Fig. 1: run 1, the metal 3 layer
Cells faint in the background.
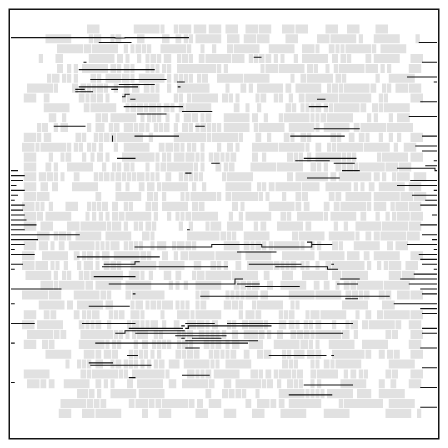
Fig. 2: run 1, signal metal coverage by tile
The bar under the picture is 20 um long. 24 x 24 tiles, from white (low) to dark blue (high), scaled to the fullest tile. Values are wire area over tile area, all layers added.
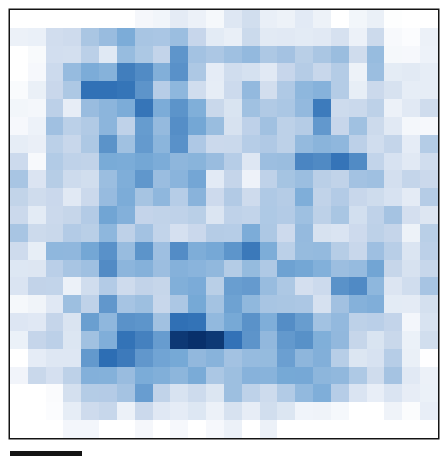
Fig. 3: run 1, clock wiring as the flow saved it
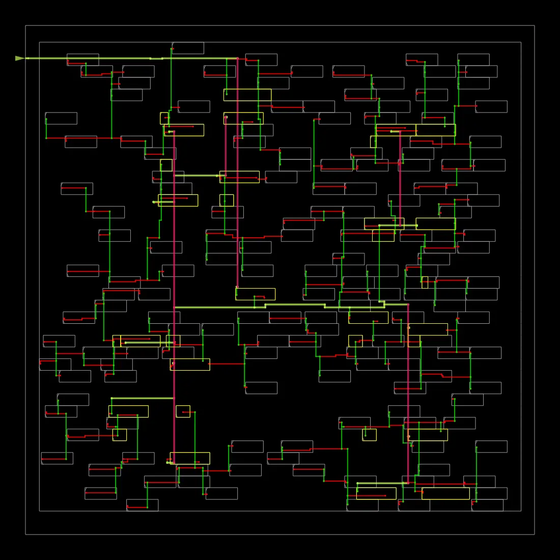
**src/rtl/inst_loader_pkg.sv**
```systemverilog
// Shared instruction-path definitions: widths, enable levels, loader states, ROM write payload.
package inst_loader_pkg;

  localparam int unsigned BYTE_W     = 8;
  localparam int unsigned INST_W     = 32;
  localparam int unsigned ROM_ADDR_W = 32;
  localparam int unsigned CNT_W      = 16;
  localparam int unsigned IDX_W      = 2;

  localparam logic EN  = 1'b1;
  localparam logic DIS = 1'b0;

  typedef enum logic [1:0] {
    ST_IDLE = 2'd0,
    ST_LOAD = 2'd1,
    ST_DONE = 2'd2
  } ldr_state_e;

  // One instruction-memory write: byte address plus word
  typedef struct packed {
    logic [ROM_ADDR_W-1:0] addr;
    logic [INST_W-1:0]     data;
  } rom_wr_t;

  // Requested word count limited to the configured maximum
  function automatic logic [CNT_W-1:0] clamp_words(input logic [CNT_W-1:0] req,
                                                   input logic [31:0]      max_words);
    if (32'(req) > max_words) begin
      return max_words[CNT_W-1:0];
    end
    return req;
  endfunction

endpackage

```
**src/rtl/inst_byte_packer.sv**
```systemverilog
// Packs accepted bytes big-endian into 32-bit words; flags the word on its 4th byte.
module inst_byte_packer
  import inst_loader_pkg::*;
(
  input  logic              clk,
  input  logic              rst,
  input  logic              clear_i,
  input  logic              accept_i,
  input  logic [BYTE_W-1:0] byte_i,
  output logic              word_done_c,
  output logic [INST_W-1:0] word_c
);

  localparam int unsigned SHIFT_W = INST_W - BYTE_W;
  localparam logic [IDX_W-1:0] LastIdx = IDX_W'(INST_W / BYTE_W - 1);

  logic [IDX_W-1:0]   idx_q,   idx_d;
  logic [SHIFT_W-1:0] shift_q, shift_d;

  // Next index / shift contents; the completed word is the shifter plus the current byte
  always_comb begin
    idx_d       = idx_q;
    shift_d     = shift_q;
    word_done_c = accept_i && (idx_q == LastIdx);
    word_c      = {shift_q, byte_i};
    if (clear_i) begin
      idx_d   = '0;
      shift_d = '0;
    end else if (accept_i) begin
      idx_d   = idx_q + IDX_W'(1);
      shift_d = {shift_q[SHIFT_W-BYTE_W-1:0], byte_i};
    end
  end

  // Index and assembly register
  always_ff @(posedge clk) begin
    if (rst) begin
      idx_q   <= '0;
      shift_q <= '0;
    end else begin
      idx_q   <= idx_d;
      shift_q <= shift_d;
    end
  end

endmodule

```
**src/rtl/inst_loader.sv**
```systemverilog
// Streams bytes from a source into instruction memory while holding the CPU in reset.
module inst_loader
  import inst_loader_pkg::*;
#(
  parameter logic [ROM_ADDR_W-1:0] BASE_ADDR = 32'h0000_0000,
  parameter int unsigned           MAX_WORDS = 1024
) (
  input  logic                  clk,
  input  logic                  rst,
  input  logic                  load_start_i,
  input  logic [CNT_W-1:0]      word_count_i,
  input  logic                  byte_valid_i,
  input  logic [BYTE_W-1:0]     byte_data_i,
  output logic                  byte_ready_o,
  output logic                  rom_ce_o,
  output logic                  rom_we_o,
  output logic [ROM_ADDR_W-1:0] rom_addr_o,
  output logic [INST_W-1:0]     rom_data_o,
  output logic                  cpu_rst_o,
  output logic                  busy_o,
  output logic                  done_o
);

  localparam logic [31:0] MaxWords = 32'(MAX_WORDS);

  ldr_state_e            state_q, state_d;
  logic [CNT_W-1:0]      cnt_q, cnt_d;
  logic [CNT_W-1:0]      words_q, words_d;
  logic [ROM_ADDR_W-1:0] addr_q, addr_d;
  logic                  last_q, last_d;
  rom_wr_t               wr_q, wr_d;
  logic                  we_q, we_d;
  logic                  ready_q, ready_d;
  logic                  cpu_rst_q, cpu_rst_d;
  logic                  busy_q, busy_d;
  logic                  done_q, done_d;

  logic                  accept_c;
  logic                  clear_c;
  logic                  word_done_c;
  logic [INST_W-1:0]     word_c;
  logic [CNT_W-1:0]      req_cnt_c;

  assign accept_c  = byte_valid_i && ready_q;
  assign req_cnt_c = clamp_words(word_count_i, MaxWords);

  inst_byte_packer u_packer (
    .clk         (clk),
    .rst         (rst),
    .clear_i     (clear_c),
    .accept_i    (accept_c),
    .byte_i      (byte_data_i),
    .word_done_c (word_done_c),
    .word_c      (word_c)
  );

  // Next state, address/count bookkeeping and next values of the registered outputs
  always_comb begin
    state_d   = state_q;
    cnt_d     = cnt_q;
    words_d   = words_q;
    addr_d    = addr_q;
    last_d    = last_q;
    wr_d      = wr_q;
    we_d      = DIS;
    clear_c   = DIS;

    unique case (state_q)
      ST_IDLE, ST_DONE: begin
        if (load_start_i) begin
          cnt_d   = req_cnt_c;
          words_d = '0;
          addr_d  = BASE_ADDR;
          last_d  = 1'b0;
          clear_c = EN;
          state_d = (req_cnt_c == '0) ? ST_DONE : ST_LOAD;
        end
      end
      ST_LOAD: begin
        if (last_q) begin
          // Final word is being written this cycle; hand the CPU back next cycle
          last_d  = 1'b0;
          state_d = ST_DONE;
        end else if (word_done_c) begin
          we_d      = EN;
          wr_d.addr = addr_q;
          wr_d.data = word_c;
          addr_d    = addr_q + ROM_ADDR_W'(4);
          words_d   = words_q + CNT_W'(1);
          last_d    = ((words_q + CNT_W'(1)) == cnt_q);
        end
      end
      default: state_d = ST_IDLE;
    endcase

    ready_d   = (state_d == ST_LOAD) && !last_d;
    busy_d    = (state_d == ST_LOAD);
    done_d    = (state_d == ST_DONE);
    cpu_rst_d = (state_d != ST_DONE);
  end

  // State, bookkeeping and output registers
  always_ff @(posedge clk) begin
    if (rst) begin
      state_q   <= ST_IDLE;
      cnt_q     <= '0;
      words_q   <= '0;
      addr_q    <= BASE_ADDR;
      last_q    <= 1'b0;
      wr_q      <= '0;
      we_q      <= DIS;
      ready_q   <= DIS;
      cpu_rst_q <= EN;
      busy_q    <= 1'b0;
      done_q    <= 1'b0;
    end else begin
      state_q   <= state_d;
      cnt_q     <= cnt_d;
      words_q   <= words_d;
      addr_q    <= addr_d;
      last_q    <= last_d;
      wr_q      <= wr_d;
      we_q      <= we_d;
      ready_q   <= ready_d;
      cpu_rst_q <= cpu_rst_d;
      busy_q    <= busy_d;
      done_q    <= done_d;
    end
  end

  assign byte_ready_o = ready_q;
  assign rom_ce_o     = we_q;
  assign rom_we_o     = we_q;
  assign rom_addr_o   = wr_q.addr;
  assign rom_data_o   = wr_q.data;
  assign cpu_rst_o    = cpu_rst_q;
  assign busy_o       = busy_q;
  assign done_o       = done_q;

endmodule

```
**config.mk**
```make
export PLATFORM = sky130hd
export DESIGN_NAME = inst_loader
export DESIGN_NICKNAME = d
export VERILOG_FILES = /design/src/rtl/inst_loader_pkg.sv /design/src/rtl/inst_byte_packer.sv /design/src/rtl/inst_loader.sv
export SDC_FILE = /design/constraint.sdc
export NUM_CORES = 1
export LEC_CHECK = 0
export ABC_AREA = 1
export CORE_MARGIN = 3
export CORE_UTILIZATION = 55
export DETAILED_ROUTE_END_ITERATION = 6
export PLACE_DENSITY_LB_ADDON = 0.08
export SETUP_SLACK_MARGIN = 0.5
export SYNTH_ARGS = -nofsm -noshare
export SYNTH_HDL_FRONTEND = slang
export SYNTH_SLANG_ARGS = --single-unit
```
**constraint.sdc**
```tcl
create_clock -name clk -period 4.7 [get_ports clk]
set_input_delay 0.47 -clock clk [delete_from_list [all_inputs] [get_ports clk]]
set_output_delay 0.47 -clock clk [all_outputs]
set_load 0.1 [all_outputs]
```
==> impl_metrics.tcl, run 1 <==
# flow metrics
set metrics [dict create \
    rsz0062_at_grt "no" \
    irDropWorstVdd_v 0.0001891 \
    most_common_cell "nand2_1" \
    cts_root_buf "clkbuf_16" \
    place_hpwl_um 11380 \
    cts_resized 0 \
    p_switching_w 0.0006440 \
    cts_tree "done" \
    clkPwrFrac_pct 47.9 \
    status "complete, no violations" \
    p_seq_share_pct 47.7 \
    ant_nets 0 \
    worst_path_max_delay_cell "clkdlybuf4s50_1" \
    globalplace.congestion 0.9176 \
    path_clk_slew_ns 0.06 \
    cp-end-kind "flop" \
    ys_seq_share_pct 45.75 \
    drv_slew 0 \
    ys_types 35 \
    yosys-top-cells-count "nand2_1 (220), dfxtp_1 (158), nor2_1 (141), inv_1 (96), a21oi_1 (94)" \
    dieWidth_um 118.1 \
    p_comb_share_pct 4.4 \
    fmax_mhz 375.0 \
    syn_area_um2 6914 \
    area_leaders "dfxtp_1 (46%), nand2_1 (12%), nor2_1 (7.7%)" \
    overflow 0 \
    layout_top_cell "nand2_1" \
    arrival_ns 2.99 \
    ys_cells 996 \
    setup_tns_ns 0 \
    synth_chip_area_um2 6914 \
    cts_buffer_depth 2 \
]
Back to the opening pictures, Fig. 1:
main direction	horizontal
share of all routed wire	7.4%

Back to the opening pictures, Fig. 2:
nearly empty tiles	7.1%
mean over tiles	0.19
fullest tile	0.66
tiles over half the peak	13%

Back to the opening pictures, Fig. 3:
Worst Skew: 0.007181 ns
Insertion Delay late pin: 0.42 ns
flop count: 158
CTS sink count: 158
CTS Buf Count: 17

[run 1: kinds of logic after synthesis]
| logic type | share of synthesized area, % |
|---|---|
| AOI/OAI and AO/OA | 14.10 |
| xor gates and xnor gates | 0.5068 |
| adders and majority gates | 0.5429 |
| buffers and inverters | 8.270 |
| DFF | 45.75 |
| other | 0.05424 |
| and+or+nand+nor | 30.78 |
[run 1: flip-flops by register name, indices dropped and copies added (netlist names), 2 cells and up]
| signal | cells |
|---|---|
| cnt_q | 16 |
| addr_q | 30 |
| u_packer.shift_q | 24 |
| rom_data_o | 32 |
| words_q | 16 |
| u_packer.idx_q | 2 |
| state_q | 2 |
| rom_addr_o | 30 |
[run 1: final cells by class]
cell class | instances | area [um^2] | share of cell area [%]
tap | 168 | 210.2 | 2.464
multi-input combinational | 692 | 3183 | 37.31
sequential | 158 | 3163 | 37.07
clock inverter | 12 | 137.6 | 1.613
clock buffer | 20 | 446.7 | 5.235
timing repair buffer | 101 | 1008 | 11.82
inverter | 102 | 382.9 | 4.487
[run 1: worst reg2reg max path, stage by stage, from the launching register on]
cell and delay, ns:
dfxtp_1 0.36, nand2_2 0.33, nor2_2 0.21, nand2_1 0.07
nand2_1 0.08, nand2_2 0.45, nor2_4 0.31, nand2_2 0.08
nor2_2 0.12, inv_2 0.06, nor3_4 0.14, nand3_1 0.09
nand2_1 0.08, nor2_1 0.04
[run 1: through the flow]
step	hold WS [ns]	std cells	setup slack, ns	instance area [um^2]	util (%)
after detailed placement	0.4436	1221	1.604	7948	65.35
after global placement	0.4392	1221	1.692	7948	65.35
final	0.4519	1253	2.033	8532	70.15
after CTS	0.4533	1253	2.057	8532	70.15
after floorplan	0.4306	997	2.324	6918	-
after global routing	0.4704	1253	1.743	8532	70.15
[run 1: layer usage]
metal / part of all wire, % / global-route usage (%) / vias up / wire length (um)
li1: - / - / 3386 / -
met1: 49 / 34.48 / 2926 / 8043
met2: 42 / 34.73 / 217 / 7015
met3: 7.4 / 5.238 / 26 / 1233
met4: 1.7 / 8.352 / 0 / 290
met5: 0 / 0 / - / 0
[run 1: power by group through the flow]
stage | Sequential, W | Combinational (W) | Clock, W
global placement | 0.00138 | 0.000124 | 0
detailed placement | 0.00138 | 0.000124 | 0
global route | 0.00135 | 0.000137 | 0.00143
finish | 0.00135 | 0.000125 | 0.00135
floorplan | 0.00139 | 0.0000686 | 0
CTS | 0.00135 | 0.000125 | 0.00137
[run 1: final timing paths]
| check | start | end | slack, ns | cells past startpoint |
|---|---|---|---|---|
| max | byte_valid_i | addr_q[17]$_SDFFE_PP0P_ | 2.03 | 14 |
| min | cnt_q[15]$_SDFFE_PP0P_ | cnt_q[15]$_SDFFE_PP0P_ | 0.45 | 2 |
| max reg2reg | byte_ready_o$_SDFF_PP0_ | addr_q[17]$_SDFFE_PP0P_ | 2.19 | 13 |
| min reg2reg | cnt_q[15]$_SDFFE_PP0P_ | cnt_q[15]$_SDFFE_PP0P_ | 0.45 | 2 |
Fig. 4: run 1, close-up of the layout
Region (39, 39) to (79, 79) um. Cells in gray, sequential cells in the stronger gray; small squares are vias.
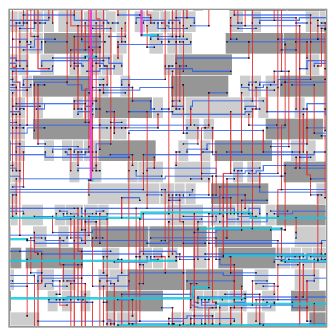

## Run 2: what changed since run 1
Clock period 4.7 ns to 2.7 ns, I/O delays scaled along.
Fig. 5: run 2, close-up of the layout
Region (39, 39) to (79, 79) um. Cells in gray, sequential cells in the stronger gray; small squares are vias.
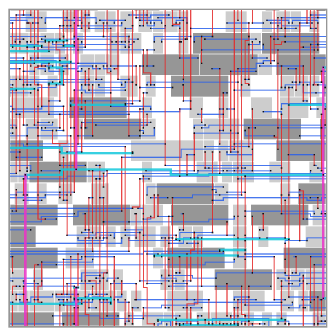
color	layer
blue	M1
cyan	M3
red	M2
magenta	M4
cells with their middle in the window	155
sequential cells in the window	23
most frequent	nand2_1 (36), dfxtp_1 (23), nor2_1 (20)
netlist names of flops here include	addr_q (8), words_q (5), u_packer.shift_q (3)

==> impl_metrics.tcl, run 2 <==
# flow metrics
set metrics [dict create \
    clkPwrFrac_pct 48.0 \
    setup_tns_ns 0 \
    largest_reg_flops 32 \
    globalplace.congestion 0.9006 \
    layout_top_cell "nand2_1" \
    path_clk_slew_ns 0.06 \
    hold_ws_ns 0.4299 \
    clock-sinks 158 \
    cp-end-kind "flop" \
    dp_slack_ns 0.5719 \
    most_common_cell "nand2_1" \
    p_comb_share_pct 4.5 \
    status "complete, no violations" \
    ff2ff_path_depth 14 \
    fmax_mhz 502.9 \
    timing.final.ws_setup_ns 0.7115 \
    insertion_delay_ns 0.42 \
    logic_area_um2 3191 \
    p_seq_share_pct 47.5 \
    placed_area_um2 7804 \
    final_area_um2 8407 \
    ant_nets 0 \
    drv_slew 0 \
    min_path_cells 3 \
    arrival_ns 2.31 \
    cts_resized 0 \
    area_leaders "dfxtp_1 (46%), nand2_1 (12%), nor2_1 (7.7%)" \
    rsz0062_at_grt "no" \
    worst_path_max_delay_cell "dfxtp_2" \
    ys_cells 996 \
    cts_root_buf "clkbuf_16" \
    yosys-top-cells-count "nand2_1 (220), dfxtp_1 (158), nor2_1 (141), inv_1 (96), a21oi_1 (94)" \
    dieWidth_um 118.1 \
]
Fig. 6: run 2, clock wiring as the flow saved it
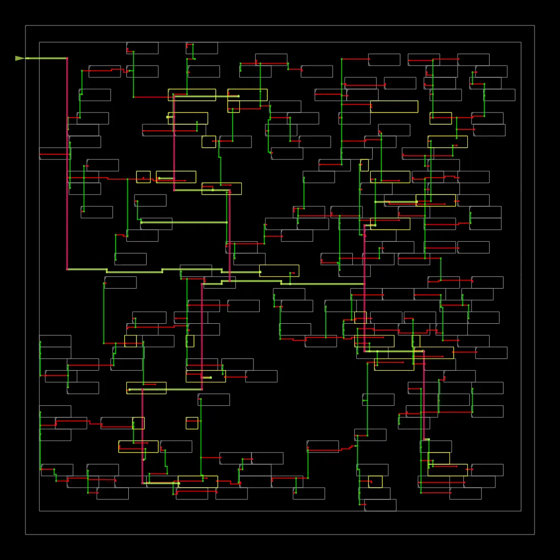
Worst Skew: 0.005377 ns
P_clk: 0.00237 W
layout clock buffer count: 19

## run 2: cell counts after synthesis
No cell type changed its count.
## run 2: metal layers
metal	vias up	GRT usage, %	share of wire, %
met5	-	0	0
met4	0	7.912	1.6
met3	26	5.190	6.8
met2	213	35.01	42
met1	2936	35.70	49
li1	3396	-	-
## run 2: logic make-up after synthesis
kind of cell | share of synthesized area (%)
other cells | 0.05424
buf+inv | 8.270
compound gates | 14.10
xor+xnor | 0.5068
simple gates | 30.78
flops | 45.75
fa+ha+maj | 0.5429
## run 2: final cells by class
cell class	instances	share of cell area, %
clock buffer	19	5.388
clock inverter	13	1.652
timing repair buffer	106	10.27
multi-input combinational	692	37.95
sequential	158	37.65
tap	168	2.500
inverter	102	4.584
## run 2: final timing paths
path                      startpoint                       to  slack (ns)
max          words_q[0]$_SDFFE_PP0P_  byte_ready_o$_SDFF_PP0_        0.71
min                  word_count_i[3]    cnt_q[3]$_SDFFE_PP0P_        0.43
max reg2reg  words_q[0]$_SDFFE_PP0P_  byte_ready_o$_SDFF_PP0_        0.71
min reg2reg   cnt_q[13]$_SDFFE_PP0P_   cnt_q[13]$_SDFFE_PP0P_        0.45
## run 2: worst max-delay path: cells and delay by family, from the launching register on
| kind | cells | cell delay [ns] |
|---|---|---|
| adders and majority gates | 1 | 0.27 |
| DFF | 1 | 0.44 |
| and+or+nand+nor | 13 | 1.18 |
## run 2: through the flow
step / util (%) / cells
after floorplan: - / 997
after global placement: 64.17 / 1226
after detailed placement: 64.17 / 1226
after CTS: 69.03 / 1258
after global routing: 69.13 / 1258
final: 69.13 / 1258
## run 2: power by group through the flow
stage,Clock [W],Sequential [W],Combinational [W]
after floorplan,0,0.00242,0.000119
after global placement,0,0.00240,0.000220
after detailed placement,0,0.00240,0.000222
after CTS,0.00239,0.00235,0.000223
after global routing,0.00250,0.00235,0.000247
final,0.00237,0.00235,0.000225
Fig. 7: run 2, signal metal coverage by tile
The bar under the picture is 20 um long. 24 x 24 tiles, from white (low) to dark blue (high), scaled to the fullest tile. Values are wire area over tile area, all layers added.
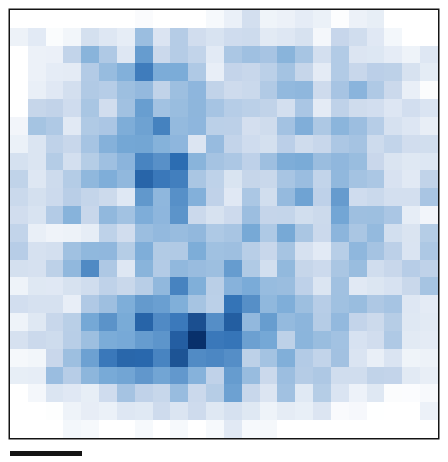

## Run 3: what changed since run 2
Clock period 2.7 ns to 2 ns, I/O delays scaled along.
Fig. 8: run 3, signal metal coverage by tile
The bar under the picture is 20 um long. 24 x 24 tiles, from white (low) to dark blue (high), scaled to the fullest tile. Values are wire area over tile area, all layers added.
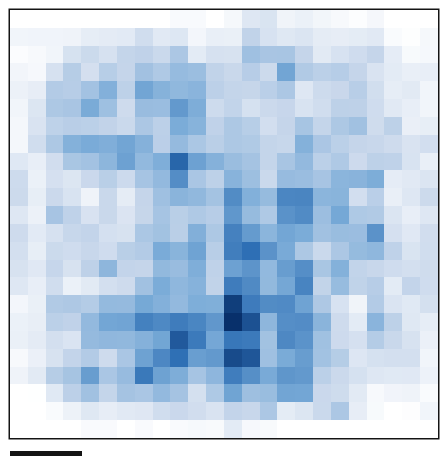
routed vias: 7439
Wirelength per Cell: 16.59 um

Fig. 9: run 3, the metal 3 layer
Cells faint in the background.
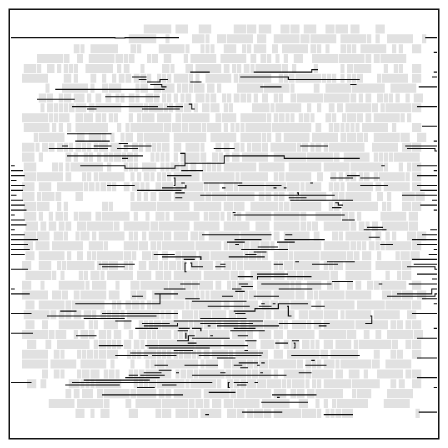
nets with wire on the layer	195
wire length on this layer	1860 um

==> impl_metrics.tcl, run 3 <==
# flow metrics
set metrics [dict create \
    path_clk_slew_ns 0.07 \
    cp-end-kind "flop" \
    pwr_density_cell_nw_per_um2 693.5 \
    drv_slew 0 \
    p_seq_share_pct 46.6 \
    clock-sinks 158 \
    syn_area_um2 6914 \
    ys_types 35 \
    arrival_ns 2.31 \
    status "complete, no violations" \
    cts_root_buf "clkbuf_16" \
    min_to "u_packer.shift_q[6]$_SDFFE_PP0P_" \
    wl_um 21760 \
    r2r_end "addr_q[18]$_SDFFE_PP0P_" \
    overflow 0 \
    rsz0062_at_grt "yes" \
    path_delay_family "simple AND/OR/NAND/NOR gates" \
    ant_nets 0 \
    globalplace.congestion 0.9298 \
    yosys-top-cells-count "nand2_1 (220), dfxtp_1 (158), nor2_1 (141), inv_1 (96), a21oi_1 (94)" \
    dieWidth_um 118.1 \
    p_switching_w 0.001671 \
    place_hpwl_um 11930 \
    cts_buffer_depth 2 \
    clkPwrFrac_pct 47.5 \
    timing.rr.start "addr_q[3]$_SDFFE_PP0P_" \
    grt_pass1_wl_um 30060 \
    irDropWorstVdd_v 0.0006254 \
    warnings 29 \
    largest_reg_flops 32 \
    largest_area_cell "dfxtp_1" \
    min_path_cells 3 \
    critPathBufInv 0 \
    fmax_mhz 505.3 \
    nets 1161 \
    insertion_delay_ns 0.44 \
    layout_top_cell "nand2_1" \
    cts_buffers 17 \
    area_leaders "dfxtp_1 (46%), nand2_1 (12%), nor2_1 (7.7%)" \
    worstSetupPathDepth 10 \
    most_common_cell "nand2_1" \
    max_stage_delay_ns 0.38 \
    final.setup_skew_ns 0.01260 \
    worst_path_max_delay_cell "dfxtp_4" \
    p_comb_share_pct 5.9 \
    cts_tree "done" \
    path_max_fanout 4 \
    ys_seq_share_pct 45.75 \
    r2r_setup_slack_ns 0.02 \
]
-- run 3: cell counts after synthesis --
Identical to the previous run, type by type.
-- run 3: per-stage QoR --
stage | worst slack [ns] | hold WS [ns] | setup TNS [ns] | util [%] | area [um^2]
detailed placement | 0.02649 | 0.4484 | 0 | 66.21 | 8053
floorplan | 0.3106 | 0.3387 | 0 | - | 7003
global route | -0.08361 | 0.3725 | -0.08361 | 80.39 | 9777
finish | 0.02079 | 0.3540 | 0 | 80.39 | 9777
global placement | 0.08320 | 0.4415 | 0 | 66.21 | 8053
CTS | 0.2697 | 0.3538 | 0 | 73.55 | 8945
-- run 3: cell type report --
cell class / instances / area, um^2
Fill cell: 820 / 2385
Clock inverter: 13 / 127.6
Timing Repair Buffer: 159 / 1538
Multi-Input combinational cell: 692 / 3784
Tap cell: 168 / 210.2
Inverter: 102 / 431.7
Clock buffer: 19 / 452.9
Sequential cell: 158 / 3233
-- run 3: what timing repair did --
| item | in CTS | in global routing |
|---|---|---|
| hold buffers | 0 | 0 |
| gates resized | 58 | 202 |
| endpoints found under the setup margin | 106 | 110 |
| pin swaps | 21 | 58 |
| setup buffers | 6 | 17 |
| cloned | 3 | 5 |
-- run 3: how the worst max path moves through the flow --
stage	from	to	slack (ns)
6_report	addr_q[3]$_SDFFE_PP0P_	addr_q[18]$_SDFFE_PP0P_	0.02
5_1_grt	addr_q[3]$_SDFFE_PP0P_	addr_q[18]$_SDFFE_PP0P_	-0.08
4_1_cts	u_packer.idx_q[1]$_SDFFE_PP0P_	addr_q[17]$_SDFFE_PP0P_	0.27
3_5_place_dp	byte_valid_i	addr_q[17]$_SDFFE_PP0P_	0.03
3_3_place_gp	byte_valid_i	addr_q[17]$_SDFFE_PP0P_	0.08
2_1_floorplan	byte_ready_o$_SDFF_PP0_	addr_q[18]$_SDFFE_PP0P_	0.31
-- run 3: power groups by stage --
| stage | combinational, W | clock (W) | sequential (W) |
|---|---|---|---|
| finish | 0.000400 | 0.00322 | 0.00316 |
| global route | 0.000426 | 0.00335 | 0.00316 |
| CTS | 0.000331 | 0.00321 | 0.00317 |
| detailed placement | 0.000322 | 0 | 0.00324 |
| global placement | 0.000322 | 0 | 0.00324 |
| floorplan | 0.000168 | 0 | 0.00326 |
-- run 3: cells by family after synthesis --
group	synth area share [%]
AND/OR/NAND/NOR	30.78
buffers and inverters	8.270
AND-OR/OR-AND	14.10
flip-flops	45.75
other	0.05424
adder cells (fa/ha/maj)	0.5429
XOR/XNOR	0.5068
-- run 3: tightest hold or removal path: cells and delay by family --
family | cells | cell delay [ns]
AND-OR/OR-AND | 1 | 0.05
buffers and inverters | 1 | 0.42
AND/OR/NAND/NOR | 1 | 0.07
-- run 3: metal layers --
layer | vias up | wire (um) | track usage, %
met5 | - | 0 | 0
met4 | 0 | 741 | 8.059
met3 | 73 | 1856 | 5.574
met2 | 424 | 10030 | 40.69
met1 | 3420 | 9132 | 36.32
li1 | 3522 | - | -
Power is estimated from default activity; no workload was simulated.
